==> src/rtl/spi_txn_arbiter.sv <==
// Round-robin arbiter that shares one spi_master among NREQ requesters.
// Registers one packed transaction per grant and reports done/timeout per requester.
module spi_txn_arbiter #(
  parameter int NREQ    = 4,
  parameter int DWIDTH  = 8,
  parameter int AWIDTH  = 8,
  parameter int TIMEOUT = 4096
) (
  input  logic                                clk,
  input  logic                                rst_n,
  input  logic [NREQ-1:0]                     req_valid,
  input  logic [NREQ*(DWIDTH+AWIDTH+5)-1:0]   req_data,
  input  logic [NREQ*2-1:0]                   req_cfg,
  output logic [NREQ-1:0]                     req_ready,
  output logic [NREQ-1:0]                     req_done,
  output logic [NREQ-1:0]                     req_err,
  output logic                                master_en,
  output logic [DWIDTH+AWIDTH+4:0]            drv_data,
  output logic [1:0]                          drv_cfg,
  input  logic                                drv_read,
  output logic                                busy,
  output logic [$clog2(NREQ)-1:0]             grant_id
);

  localparam int TW = DWIDTH + AWIDTH + 5;
  localparam int GW = $clog2(NREQ);
  localparam int CW = ($clog2(TIMEOUT) + 1 > 16) ? $clog2(TIMEOUT) + 1 : 16;

  typedef enum logic [1:0] {IDLE, ISSUE, BUSY} state_t;

  state_t         state, state_nx;
  logic [GW-1:0]  rr_ptr;
  logic [GW-1:0]  rr_next;
  logic [GW-1:0]  pick;
  logic           pick_ok;
  logic [CW-1:0]  tmo_cnt;
  logic           tmo_hit;
  logic           accept;
  logic           finish;

  // Scan from the highest offset down so the nearest valid bit at/after rr_ptr wins.
  always_comb begin
    pick    = '0;
    pick_ok = 1'b0;
    for (int off = NREQ - 1; off >= 0; off--) begin
      if (req_valid[(int'(rr_ptr) + off) % NREQ]) begin
        pick    = GW'((int'(rr_ptr) + off) % NREQ);
        pick_ok = 1'b1;
      end
    end
  end

  assign rr_next = (grant_id == GW'(NREQ - 1)) ? '0 : grant_id + GW'(1);
  assign tmo_hit = (tmo_cnt == CW'(TIMEOUT - 1));
  assign busy    = (state != IDLE);

  always_comb begin
    state_nx  = state;
    master_en = 1'b0;
    req_ready = '0;
    req_done  = '0;
    req_err   = '0;
    accept    = 1'b0;
    finish    = 1'b0;
    case (state)
      IDLE: begin
        // Gated by rst_n so a held req_valid cannot show a ready pulse during reset.
        if (pick_ok && rst_n) begin
          req_ready[pick] = 1'b1;
          accept          = 1'b1;
          state_nx        = ISSUE;
        end
      end
      ISSUE: begin
        if (tmo_hit) begin
          req_err[grant_id] = 1'b1;
          finish            = 1'b1;
          state_nx          = IDLE;
        end else begin
          master_en = 1'b1;
          if (!drv_read) state_nx = BUSY;
        end
      end
      BUSY: begin
        // Timeout has priority over a completion seen in the same cycle.
        if (tmo_hit) begin
          req_err[grant_id] = 1'b1;
          finish            = 1'b1;
          state_nx          = IDLE;
        end else if (drv_read) begin
          req_done[grant_id] = 1'b1;
          finish             = 1'b1;
          state_nx           = IDLE;
        end else begin
          master_en = 1'b1;
        end
      end
      default: state_nx = IDLE;
    endcase
  end

  always_ff @(posedge clk or negedge rst_n) begin
    if (!rst_n) begin
      state    <= IDLE;
      rr_ptr   <= '0;
      grant_id <= '0;
      drv_data <= '0;
      drv_cfg  <= '0;
      tmo_cnt  <= '0;
    end else begin
      state <= state_nx;
      if (accept) begin
        grant_id <= pick;
        drv_data <= req_data[int'(pick)*TW +: TW];
        drv_cfg  <= req_cfg[int'(pick)*2 +: 2];
        tmo_cnt  <= '0;
      end else if (state != IDLE) begin
        tmo_cnt <= tmo_cnt + CW'(1);
      end
      if (finish) rr_ptr <= rr_next;
    end
  end

endmodule

==> config.mk <==
export PLATFORM = sky130hd
export DESIGN_NAME = spi_txn_arbiter
export DESIGN_NICKNAME = d
export VERILOG_FILES = /design/src/rtl/spi_txn_arbiter.sv
export SDC_FILE = /design/constraint.sdc
export NUM_CORES = 1
export LEC_CHECK = 0
export CAP_MARGIN = 0
export CORE_MARGIN = 2
export CORE_UTILIZATION = 25
export CTS_CLUSTER_DIAMETER = 80
export CTS_CLUSTER_SIZE = 28
export DETAILED_ROUTE_END_ITERATION = 16
export DONT_BUFFER_PORTS = 1
export PLACE_DENSITY_LB_ADDON = 0.3
export SETUP_SLACK_MARGIN = 0.4
export SLEW_MARGIN = 20
export SYNTH_ARGS = -nofsm -noshare
export SYNTH_HDL_FRONTEND = slang
export SYNTH_SLANG_ARGS = --single-unit
==> constraint.sdc <==
create_clock -name clk -period 2.96 [get_ports clk]
set_input_delay 0.74 -clock clk [delete_from_list [all_inputs] [get_ports clk]]
set_output_delay 0.74 -clock clk [all_outputs]
set_load 0.005 [all_outputs]
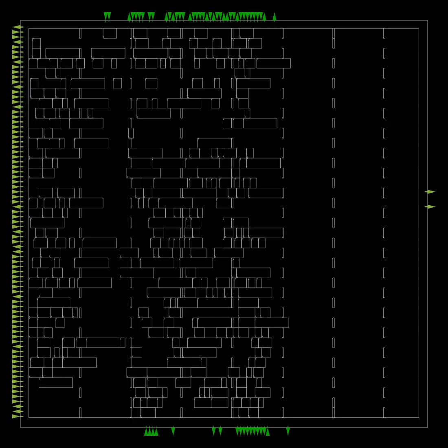
Fig. 1. Cell placement.
Seq area share: 34.9%
CORE AREA: 11,300 µm²
Fill cells: 1,189
Flops: 45
non-filler cells in the finished layout: 446

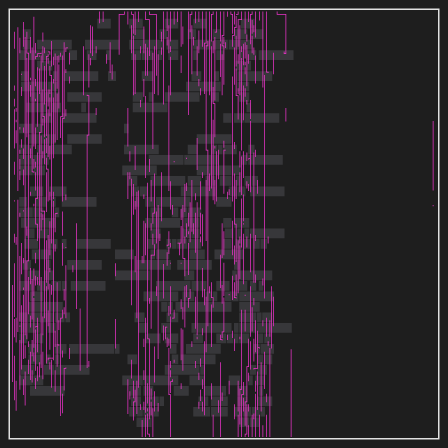
Fig. 2. The metal 2 layer.
Cells faint in the background.
nets with wire on the layer: 329
share of all routed wire: 52%
main direction: vertical
longest straight run: 77.2 µm
via count: 2,353
GR Util met2: 23.4%
final WL: 8.09 mm

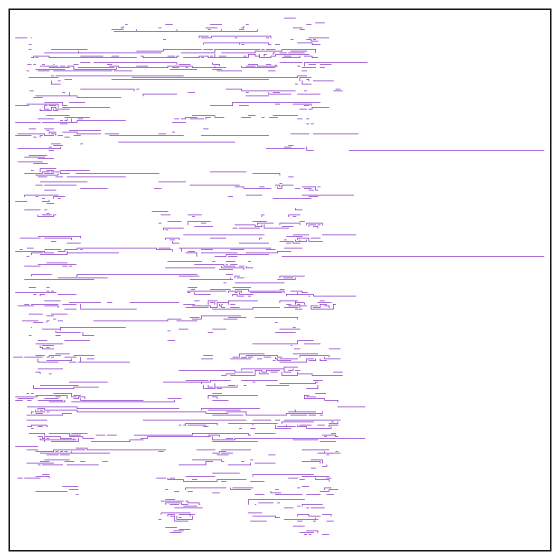
Fig. 3. The metal 1 layer.
main direction: horizontal
nets with wire on the layer: 352
M1 GR Usage: 14.9%

==> results.tsv <==
metric	value	unit
status	finished, final reports clean	
r2r_slack	0.85	ns
max_slew.worst_pin.slew	0.581	ns
critPathCaptureType	primary output	
leakage	1.36	nW
area_leaders	dfrtp_1 (39%), mux2i_1 (9.8%), a2111oi_0 (7.0%)	
ys_seq_share	39.4	%
top_area_share	39.4	%
hold_buffers	0	
post-dp-hpwl	5.73	mm
yosysTopAreaCell	dfrtp_1	
synth_nets	411	
drive_gt1_share	13.9	%
hold_class	input port to async pin	
cts_resized	1	
peakVddDrop	0.000332	V
cp_slowest_cell	or4_4	
die_y	111	µm
drt_iter0_markers	105	
numSynthFlops	45	
grt_pass1_vias	2432	
track_usage	13.0	%
hold_viol_final	0	
grt_max_degree	50	
vias_per_cell	5.28	
synth-edff-count	0	
numCtsBuffers	5	
htreeDepth	2	
stdcell_area	3230	µm²
ys.flop_type	dfrtp_1	
largest_reg_flops	21	
synth-xor-area-share	0.919	%
io_pins	138	
cellPowerDensity	829	nW/µm²
simple_gate_share	21.5	%
syn2layout_area_growth	12.9	%
ff2ff_path_depth	6	
ys_warn_count	0	
crit_start	req_valid[3]	
place_area	3020	µm²
tool_warnings	33	
wire_per_inst	18.1	µm
final_cell_mix	dfrtp_1 (45), nor2_1 (30), mux2i_1 (28)	
ys_top_logic_family	simple AND/OR/NAND/NOR gates	
syn_area_per_cell	9.41	µm²
yosys_cells	304	
finalCriticalPeriod	2.54	ns
cts.path.max_buffers	2	
synthAoiAreaFrac	19.3	%
rsz0062_at_grt	yes	
setup_tns	0	ns
lay_top_count	dfrtp_1	
drt-pass1-iter-count	4	
top_register	drv_data	
common_cells	dfrtp_1 (45), nor2_1 (31), mux2i_1 (28)	
grt_pass1_wl	12.8	mm
antennaDiodeCount	0	
fmax	0.394	GHz
fin_crit_sh	85.7	%
drc_errors	0	
crit_type	input port to primary output	
most_common_cell	dfrtp_1	
cts_root_buf	clkbuf_16	
ant_nets	0	
chipArea	12300	µm²
skew	0.00251	ns
cts_setup_buffers	3	
startpoint_type	input port	
portBuffers	0	
busiest_layer	met2	
wl_met2	4.19	mm
die_width	111	µm
critical_path_arrival	1.80	ns
rows	39	
clock_latency	0.28	ns
grt_overflow_total	0	
cp_common_cell	and3_4	
async_flop_share	100	%
crit_path_max_incr_delay	0.56	ns
path_delay_family	simple AND/OR/NAND/NOR gates	
crit_end	req_ready[2]	
cp.depth	3	
crit_chain	or4_4 -> and3_4 -> and3_4	
relSlewSlack	61.2	%
fin_nets	410	
critPathBufInv	0	
gp_congestion	0.743	
r2r_end	drv_data[10]	
cts_tree	built	
max_cap_violations	0	
path_max_fanout	15	
muxShareOfSynthArea	10.6	%
yosys-stat-area	2860	µm²
cts_sinks	45	
use_met3	2.95	%
m1WireLength	3.20	mm
drv_slew	0	
syn_inst	304	
cp.required	2.22	ns
reg_top3	drv_data x21, tmo_cnt x16	
initCoreUtil	25.4	%
mappedNetlistArea	2860	µm²
setup_viol	0	
yosys.area_share.adder	3.50	%
synth_cell_types	42	
clkTransAtPathRegs	0.06	ns
wl_met3	483	µm
grt_antenna_before_repair	0	
highest_layer	met4	
timing.rr.start	state[1]	
hold_ws	0.151	ns
-- area by class of cell --
cell class	instances	area, µm²	area share [%]
multi-input cells	230	1650	51.2
repair buffers	12	93.8	2.91
inverters	9	33.8	1.05
clock buffers	7	143	4.42
well taps	143	179	5.54
flip-flops and latches	45	1130	34.9
-- metrics by stage --
stage / util (%) / cells / setup WS [ns] / power (mW)
after floorplan: - / 304 / 0.322 / 1.85
after global placement: 26.8 / 433 / 0.383 / 2.12
after detailed placement: 26.8 / 433 / 0.374 / 2.13
after CTS: 28.3 / 444 / 0.408 / 2.71
after global routing: 28.6 / 446 / 0.373 / 2.89
final: 28.6 / 446 / 0.422 / 2.68
-- report_power, final --
part	switching [mW]	total [mW]	internal (mW)
clock network	0.216	0.547	0.332
registers	0.209	1.04	0.836
logic	0.635	1.08	0.449
No activity file was given, so power comes from the tool's default toggle rates.
